<file path="src/rtl/thor2024_region_table_programmer.sv">
`default_nettype none
// ============================================================================
// Module      : thor2024_region_table_programmer
// Description : Bus initiator that programs the PMA region table (8 regions x
//               4 words) from a descriptor store. For each selected region it
//               unlocks, writes pmt/cta/at, relocks and optionally reads back.
// Revision    : 1.0 - initial release
// ============================================================================
module thor2024_region_table_programmer #(
    parameter logic [31:0] RGN_BASE = 32'hFEEF0000,
    parameter int          ABITS    = 48,
    parameter bit          VERIFY   = 1'b1,
    parameter int          TIMEOUT  = 255
) (
    input  logic         clk,
    input  logic         rst,
    input  logic         start,
    input  logic [7:0]   region_mask,
    output logic         busy,
    output logic         done,
    output logic         err,
    output logic [2:0]   err_region,
    output logic [1:0]   err_field,
    output logic [4:0]   desc_adr,
    input  logic [127:0] desc_dat,
    output logic         req_cyc,
    output logic         req_stb,
    output logic         req_we,
    output logic [31:0]  req_padr,
    output logic [15:0]  req_sel,
    output logic [127:0] req_data1,
    input  logic         resp_ack,
    input  logic         resp_err,
    input  logic [127:0] resp_dat
);

    localparam logic [3:0] C_IDLE  = 4'd0;
    localparam logic [3:0] C_SEL   = 4'd1;
    localparam logic [3:0] C_FETCH = 4'd2;
    localparam logic [3:0] C_DWAIT = 4'd3;
    localparam logic [3:0] C_REQ   = 4'd4;
    localparam logic [3:0] C_ACKW  = 4'd5;
    localparam logic [3:0] C_GAP   = 4'd6;
    localparam logic [3:0] C_FIN   = 4'd7;
    localparam logic [3:0] C_FAIL  = 4'd8;

    localparam logic [31:0] C_UNLK = 32'h554E4C4B;
    localparam logic [31:0] C_LOCK = 32'h4C4F434B;

    localparam int            C_TW       = (TIMEOUT < 2) ? 1 : $clog2(TIMEOUT + 1);
    localparam logic [C_TW-1:0] C_TMO_LAST = C_TW'(TIMEOUT - 1);

    // Operation index within a region:
    //   0 = UNLK write (f3), 1..3 = f0..f2 writes, 4 = LOCK write (f3),
    //   5..7 = f0..f2 readbacks. The field is op[1:0]-1 in every case.
    function automatic logic [1:0] field_of(input logic [2:0] op);
        return op[1:0] - 2'd1;
    endfunction

    function automatic logic is_write(input logic [2:0] op);
        return (op <= 3'd4);
    endfunction

    logic [3:0]      state_q,    state_d;
    logic [3:0]      scan_q,     scan_d;
    logic [2:0]      op_q,       op_d;
    logic [7:0]      mask_q,     mask_d;
    logic [127:0]    desc_q,     desc_d;
    logic [C_TW-1:0] tmo_q,      tmo_d;
    logic            busy_q,     busy_d;
    logic            done_q,     done_d;
    logic            err_q,      err_d;
    logic [2:0]      err_rgn_q,  err_rgn_d;
    logic [1:0]      err_fld_q,  err_fld_d;
    logic [4:0]      dadr_q,     dadr_d;
    logic            cyc_q,      cyc_d;
    logic            we_q,       we_d;
    logic [31:0]     padr_q,     padr_d;
    logic [15:0]     sel_q,      sel_d;
    logic [127:0]    data1_q,    data1_d;

    logic            w_found;
    logic [3:0]      w_found_idx;
    logic            w_mismatch;
    logic            w_fail;
    logic            w_drop;

    // Lowest region at or above the scan pointer whose mask bit is set.
    always_comb begin
        w_found     = 1'b0;
        w_found_idx = 4'd0;
        for (int i = 7; i >= 0; i--) begin
            if ((i >= int'(scan_q)) && mask_q[i]) begin
                w_found     = 1'b1;
                w_found_idx = 4'(i);
            end
        end
    end

    // Readback compare: pmt/cta only carry ABITS significant bits, at is full width.
    always_comb begin
        if (field_of(op_q) == 2'd2) begin
            w_mismatch = (resp_dat != desc_q);
        end else begin
            w_mismatch = (resp_dat[ABITS-1:0] != desc_q[ABITS-1:0]);
        end
    end

    // Sequencer next-state and request/status register updates.
    always_comb begin
        state_d   = state_q;
        scan_d    = scan_q;
        op_d      = op_q;
        mask_d    = mask_q;
        desc_d    = desc_q;
        tmo_d     = tmo_q;
        busy_d    = busy_q;
        done_d    = done_q;
        err_d     = err_q;
        err_rgn_d = err_rgn_q;
        err_fld_d = err_fld_q;
        dadr_d    = dadr_q;
        cyc_d     = cyc_q;
        we_d      = we_q;
        padr_d    = padr_q;
        sel_d     = sel_q;
        data1_d   = data1_q;
        w_fail    = 1'b0;
        w_drop    = 1'b0;

        case (state_q)
            C_IDLE, C_FIN, C_FAIL: begin
                state_d = C_IDLE;
                if (start) begin
                    mask_d    = region_mask;
                    scan_d    = 4'd0;
                    done_d    = 1'b0;
                    err_d     = 1'b0;
                    err_rgn_d = 3'd0;
                    err_fld_d = 2'd0;
                    busy_d    = 1'b1;
                    state_d   = C_SEL;
                end
            end
            C_SEL: begin
                if (w_found) begin
                    scan_d  = w_found_idx;
                    op_d    = 3'd0;
                    state_d = C_REQ;
                end else begin
                    busy_d  = 1'b0;
                    done_d  = 1'b1;
                    state_d = C_FIN;
                end
            end
            C_FETCH: state_d = C_DWAIT;
            C_DWAIT: begin
                desc_d  = desc_dat;
                state_d = C_REQ;
            end
            C_REQ:   state_d = C_ACKW;
            C_ACKW: begin
                if (resp_err) begin
                    w_fail = 1'b1;
                end else if (resp_ack) begin
                    if (!is_write(op_q) && w_mismatch) begin
                        w_fail = 1'b1;
                    end else begin
                        w_drop  = 1'b1;
                        state_d = C_GAP;
                    end
                end else if (tmo_q == C_TMO_LAST) begin
                    w_fail = 1'b1;
                end else begin
                    tmo_d = tmo_q + 1'b1;
                end
            end
            C_GAP: begin
                if ((op_q == 3'd7) || ((op_q == 3'd4) && !VERIFY)) begin
                    scan_d  = scan_q + 4'd1;
                    state_d = C_SEL;
                end else begin
                    op_d    = op_q + 3'd1;
                    state_d = (op_d == 3'd4) ? C_REQ : C_FETCH;
                end
            end
            default: state_d = C_IDLE;
        endcase

        if (w_fail) begin
            state_d   = C_FAIL;
            err_d     = 1'b1;
            done_d    = 1'b1;
            busy_d    = 1'b0;
            err_rgn_d = scan_q[2:0];
            err_fld_d = field_of(op_q);
            w_drop    = 1'b1;
        end

        if (w_drop) begin
            cyc_d   = 1'b0;
            we_d    = 1'b0;
            padr_d  = 32'd0;
            sel_d   = 16'd0;
            data1_d = 128'd0;
        end

        // Load the whole request on entry to REQ so it is stable through ACKW.
        if (state_d == C_REQ) begin
            tmo_d  = '0;
            cyc_d  = 1'b1;
            sel_d  = 16'hFFFF;
            we_d   = is_write(op_d);
            padr_d = RGN_BASE | {23'd0, scan_d[2:0], field_of(op_d), 4'd0};
            if (op_d == 3'd0) begin
                data1_d = {96'd0, C_UNLK};
            end else if (op_d == 3'd4) begin
                data1_d = {96'd0, C_LOCK};
            end else if (is_write(op_d)) begin
                data1_d = desc_d;
            end else begin
                data1_d = 128'd0;
            end
        end

        // Present the descriptor address for the whole FETCH/DWAIT window.
        if (state_d == C_FETCH) begin
            dadr_d = {scan_d[2:0], field_of(op_d)};
        end
    end

    // State and output registers; reset drops the bus immediately.
    always_ff @(posedge clk or negedge rst) begin
        if (!rst) begin
            state_q   <= C_IDLE;
            scan_q    <= 4'd0;
            op_q      <= 3'd0;
            mask_q    <= 8'd0;
            desc_q    <= 128'd0;
            tmo_q     <= '0;
            busy_q    <= 1'b0;
            done_q    <= 1'b0;
            err_q     <= 1'b0;
            err_rgn_q <= 3'd0;
            err_fld_q <= 2'd0;
            dadr_q    <= 5'd0;
            cyc_q     <= 1'b0;
            we_q      <= 1'b0;
            padr_q    <= 32'd0;
            sel_q     <= 16'd0;
            data1_q   <= 128'd0;
        end else begin
            state_q   <= state_d;
            scan_q    <= scan_d;
            op_q      <= op_d;
            mask_q    <= mask_d;
            desc_q    <= desc_d;
            tmo_q     <= tmo_d;
            busy_q    <= busy_d;
            done_q    <= done_d;
            err_q     <= err_d;
            err_rgn_q <= err_rgn_d;
            err_fld_q <= err_fld_d;
            dadr_q    <= dadr_d;
            cyc_q     <= cyc_d;
            we_q      <= we_d;
            padr_q    <= padr_d;
            sel_q     <= sel_d;
            data1_q   <= data1_d;
        end
    end

    assign busy       = busy_q;
    assign done       = done_q;
    assign err        = err_q;
    assign err_region = err_rgn_q;
    assign err_field  = err_fld_q;
    assign desc_adr   = dadr_q;
    assign req_cyc    = cyc_q;
    assign req_stb    = cyc_q;
    assign req_we     = we_q;
    assign req_padr   = padr_q;
    assign req_sel    = sel_q;
    assign req_data1  = data1_q;

endmodule
`default_nettype wire

</file>
<file path="config.mk">
export PLATFORM = sky130hd
export DESIGN_NAME = thor2024_region_table_programmer
export DESIGN_NICKNAME = d
export VERILOG_FILES = /design/src/rtl/thor2024_region_table_programmer.sv
export SDC_FILE = /design/constraint.sdc
export NUM_CORES = 1
export LEC_CHECK = 0
export CORE_AREA = 2 2 180 182
export CTS_CLUSTER_SIZE = 16
export DETAILED_ROUTE_END_ITERATION = 10
export DIE_AREA = 0 0 182 184
export PLACE_DENSITY = 0.86
export SLEW_MARGIN = 15
export SYNTH_ARGS = -nofsm -noshare
export SYNTH_HDL_FRONTEND = slang
export SYNTH_SLANG_ARGS = --single-unit
</file>
<file path="constraint.sdc">
create_clock -name clk -period 8.5 [get_ports clk]
set_input_delay 1.7 -clock clk [delete_from_list [all_inputs] [get_ports clk]]
set_output_delay 1.7 -clock clk [all_outputs]
set_load 0.1 [all_outputs]
</file>
Fig. 1: run 1, met3 routing
Scale bar: 50 um.
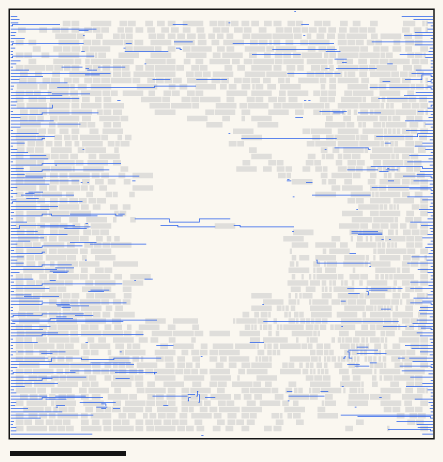
share of all routed wire	8.9%
wire length on this layer	4,020 um
main direction	horizontal
longest straight run	58.0 um
GRT met3 Usage: 8.10%
drt total wl: 45.3 mm
vias: 10.8k

Fig. 2: run 1, close-up of the layout
Scale bar: 10 um. Window x 116 to 156, y 26 to 66 um. Cells in gray, sequential cells in the stronger gray; small squares are vias.
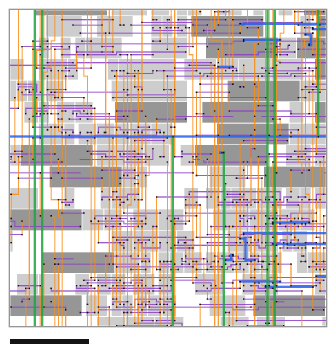
color	layer
orange	M2
purple	M1
green	M4
blue	M3
netlist names of flops here include	`state_q` (4), `desc_adr` (3), `scan_q` (3)
most frequent	dfrtp_1 (14), nor2_1 (13), nand2_1 (10)
sequential cells in the window	14
cells with their middle in the window	120

==> impl_metrics.ini, run 1 <==
; synthesis and place-and-route metrics
[placement]
dp.cells = 1859
port_buffers = 447
dp_slack_ps = 3240
place_area_sq_um = 18400

[logic_synthesis]
syn_area_per_cell_sq_um = 12.6
synth.cell_area_sq_um = 13900
ys_ff = 303
synth.most_common_cell = dfrtp_1
ys_seq_share_pct = 54.6
top_cells_by_area = dfrtp_1, mux2_2, xnor2_1, a32o_1, buf_4
yosysWarnings = 0
synthTopCellsByCount = dfrtp_1, mux2_2, xnor2_1

[final_timing]
period_minus_slack_ps = 4760
finClkSkew_ps = 14.0
finalClockPeriodUsage_pct = 56.0
rsz0062_at_grt = no
tightest_slew_ps = 1140
slew_viol_final = 0

[detailed_routing]
drt-initial-drc-count = 761
drc = 0

[die]
rows = 65
die_h_um = 184
die_w_um = 182

[setup_path]
critPathTopFamily = simple AND/OR/NAND/NOR gates
crit_slowest_cell = nor2_8
critical_path_buf_inv_count = 2
slowest_delay_ps = 770

[finish]
fin_area_sq_um = 19500
fin_nets = 1775
finish.utilization_pct = 62.2
seqCellArea_sq_um = 7580
final_cell_count_no_fill = 1924

[global_route]
overflow = 0
grt_first_pass_wirelength_mm = 67.7
grt_util_all_layers_pct = 26.5

[status]
status = finished clean

[clock_network]
cts_buffer_depth = 3
root_buffer = clkbuf_16
cts_hold_buf = 0
clk_pin_slew_worst_paths_ps = 60
clkLatencyLatePin_ps = 510

[hold_path]
hold_class = flop to flop
Fig. 3: run 1, gate-type map
Scale bar: 50 um.
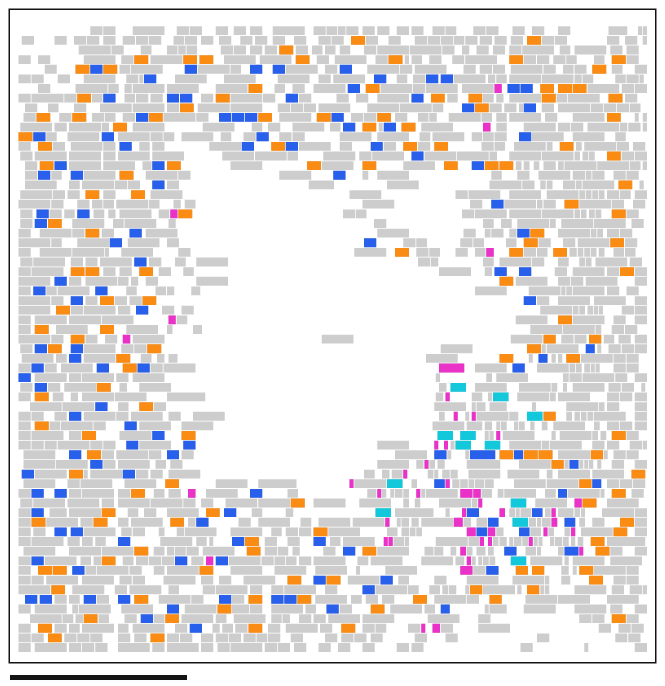
color	family	cells	most used
magenta	nor cells	46	nor2_1
orange	mux cells	150	mux2_2
cyan	fa/ha/maj cells	12	ha_1
blue	non-inverting ao/oa cells	128	a32o_1
Comb area share: 28.8%
Top cell excl fill/tap: clkdlybuf4s50_1

Fig. 4: run 1, M1 wires
Scale bar: 50 um. Supply wires on this layer in gray.
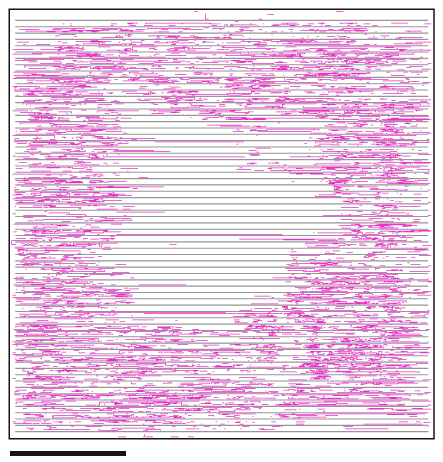
wire length on this layer	16,100 um
main direction	horizontal
nets with wire on the layer	1,569
share of all routed wire	36%
longest straight run	71.3 um
grt met1 use: 29.6%

==> run 1: cells by family after synthesis <==
group                      after synthesis  share of synthesized area [%]
AOI/OAI and AO/OA                      203                           12.1
muxes                                  150                           12.1
adders and majority gates               12                           1.08
buffers and inverters                  134                           5.49
DFF                                    303                           54.6
other                                    1                         0.0270
and+or+nand+nor                        166                           6.29
xor gates and xnor gates               133                           8.39
==> run 1: sequential cells by signal (all words and copies together) (netlist names), 4 cells and up <==
| signal | count |
|---|---|
| desc_adr | 5 |
| desc_q | 128 |
| mask_q | 8 |
| req_data1 | 128 |
| req_padr | 5 |
| scan_q | 4 |
| state_q | 4 |
| tmo_q | 8 |
==> run 1: cell type report <==
class	instances	area share [%]
Sequential cell	303	38.8
Multi-Input combinational cell	677	28.8
Timing Repair Buffer	456	23.3
Clock buffer	49	5.18
Tap cell	402	2.58
Clock inverter	9	0.762
Inverter	21	0.404
Antenna cell	7	0.0897
==> run 1: worst paths after layout <==
path	to	cells past startpoint	startpoint	slack (ps)
worst max-delay path	req_data1[114]	9	start	3740
worst min-delay path	err	1	err	490
worst max register to register	req_data1[114]	12	scan_q[1]	3930
worst min register to register	err	1	err	490
max in group asynchronous	desc_q[70]	2	rst	5950
min in group asynchronous	desc_q[14]	1	rst	1130
==> run 1: layer usage <==
metal	global-route usage, %	up-vias	routed length (um)
met3	8.10	88	4020
li1	-	4768	-
met1	29.6	5473	16100
met4	12.9	2	1930
met5	0	-	12
met2	46.4	516	23200
==> run 2, diff against run 1 <==
- CORE_AREA: 2 2 180 182 -> default
- CORE_MARGIN: default -> 2
- CORE_UTILIZATION: default -> 42
- DIE_AREA: 0 0 182 184 -> default
- clock period: 8.5 -> 3.8 ns (I/O delays scaled with it)
==> run 2 against run 1 <==
  * Clock skew is 4.2 ps higher
  * Non-clock buffer count is 12 higher
  * Count of clock-buffer cells in the layout is 6 lower
  * Critical endpoint is now req_data1[37]
  * First-iteration DRC count is 20% lower
  * Global-route usage is 1.4 points lower
  * Utilization is 2.1 points lower
  * Synthesized cell count stayed put
  * Die area is 3.2% higher
==> impl_metrics.ini, run 2 <==
; synthesis and place-and-route metrics
[placement]
dp_slack_ps = -1.74
dp.cells = 1911
port_buffers = 447
place_area_sq_um = 18500

[die]
die_w_um = 186
die_h_um = 186
rows = 66
coreArea_sq_um = 32500
fp_util_pct = 42.7

[detailed_routing]
drt-total-wl_mm = 44.7
num_vias = 10819
drt_first_pass_iters = 6
ant_nets = 0
wl_met1_mm = 15.8
routed.top_layer = met4
drc = 0
wl_met2_mm = 22.8
wl_met3_mm = 4.09
drt-initial-drc-count = 611

[clock_network]
cts_tree = yes
cts_buffer_depth = 3
numCtsBuffers = 31
clkLatencyLatePin_ps = 580
root_buffer = clkbuf_16
cts_sinks = 303
clk_pin_slew_worst_paths_ps = 60
cts_hold_buf = 0
htree_num_levels = 1

[logic_synthesis]
edf_count = 0
synthTopCellsByCount = dfrtp_1, mux2_2, xnor2_1
syn_area_per_cell_sq_um = 12.6
synth.cell_area_sq_um = 13900
synth.most_common_cell = dfrtp_1
synthFlopType = dfrtp_1
async_flop_share_pct = 100
netlist_instances = 1102
ys_seq_share_pct = 54.6
yosysWarnings = 0
ys_ff = 303
largest_area_cell = dfrtp_1
top_cells_by_area = dfrtp_1, mux2_2, xnor2_1, a32o_1, buf_4

[global_route]
overflow = 0
grt_util_all_layers_pct = 25.1
grt_first_pass_wirelength_mm = 65.7

[finish]
fin_area_sq_um = 19600
mi_logic_area_sq_um = 5630
seqCellArea_sq_um = 7580
layout_top_cell = clkdlybuf4s50_1
lay_top_cells = clkdlybuf4s50_1, dfrtp_1, mux2_2
synthToLayoutAreaGrowth_pct = 40.8
fin_nets = 1783

[setup_path]
crit_type = flop to flop
critPathRequiredTime_ps = 4300
cp_common_cell = ha_1
end_kind = flop
r2r-end = req_data1[37]
timing.rr.start = scan_q[1]
slowest_delay_ps = 530
crit_slowest_cell = dfrtp_1
reg2reg_setup_slack_ps = 390
reg2reg_depth = 13

[final_timing]
tightest_slew_ps = 1060
slew_viol_final = 0
period_minus_slack_ps = 3410
finalClockPeriodUsage_pct = 89.8
fmax_mhz = 293
hold_violations = 0
rsz0062_at_grt = no
finClkSkew_ps = 18.2

[flow_run]
warnings = 38

[status]
status = finished clean

[hold_path]
hold_class = input pin to asynchronous set/reset pin
run 2: cell count changes in the layout (fill, tap and decap cells not counted), sizes merged:
cell | before | now
bufinv | 4 | 3
buf | 10 | 58
diode | 7 | 2
clkinvlp | 0 | 1
clkdlybuf4s50 | 446 | 410
clkinv | 6 | 8
inv | 20 | 21
clkbuf | 49 | 43
run 2: routing by layer:
layer  vias to the layer above  track usage (%)
li1                       4789                -
met1                      5406             27.6
met2                       523             44.6
met3                       101             7.79
met4                         0             10.9
met5                         -                0
run 2: kinds of logic (layout without fill, tap and decap cells):
group                    count (synthesis)  count (layout)  share of synthesized area [%]
multiplexers                           150             150                           12.1
adder cells (fa/ha/maj)                 12              12                           1.08
AND/OR/NAND/NOR                        166             166                           6.29
AND-OR/OR-AND                          203             203                           12.1
other                                    1              15                         0.0270
XOR/XNOR                               133             133                           8.39
buffers and inverters                  134             544                           5.49
flip-flops                             303             303                           54.6
run 2: critical path: cells and delay by family (launching register included):
kind	cells	cell delay [ps]
flops	1	530
fa+ha+maj	2	500
buf+inv	3	530
simple gates	3	700
compound gates	5	1020
run 2: area by class of cell:
type / instances / share of cell area, %
sequential: 303 / 38.8
multi-input combinational: 677 / 28.8
timing repair buffer: 468 / 23.8
clock buffer: 43 / 4.56
tap: 442 / 2.83
clock inverter: 12 / 0.781
inverter: 21 / 0.403
antenna: 2 / 0.0256
run 2: worst max path at each step:
stage,startpoint,endpoint,slack [ps],cells past startpoint
5_1_grt,scan_q[1],req_data1[79],110,13
4_1_cts,scan_q[0],req_data1[119],440,14
3_3_place_gp,resp_dat[77],err,-120,8
2_1_floorplan,scan_q[0],req_data1[117],750,15
3_5_place_dp,resp_dat[77],err,-2,8
6_report,scan_q[1],req_data1[37],390,13
Fig. 5: run 2, congestion heat map
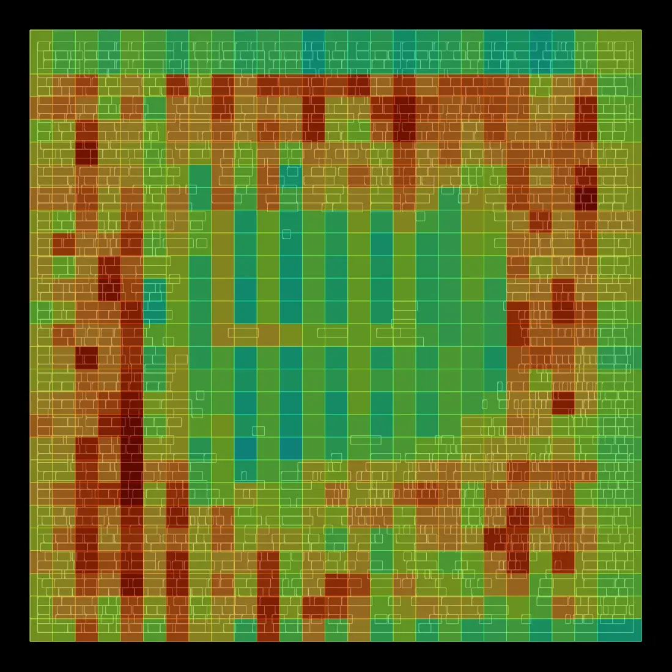
grt met1 use: 27.6%
GRT met2 Usage: 44.6%
Final Util: 60.1%

Fig. 6: run 2, gate-type map
Scale bar: 50 um.
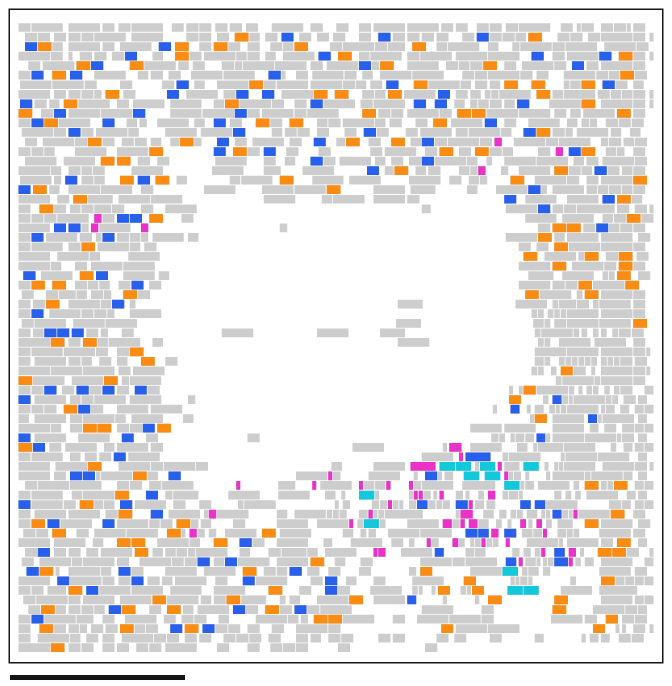
color	family	cells	most used
magenta	nor cells	46	nor2_1
cyan	fa/ha/maj cells	12	ha_1
orange	mux cells	150	mux2_2
blue	non-inverting ao/oa cells	128	a32o_1
post-route insts no fill: 1,968
Comb area share: 28.8%

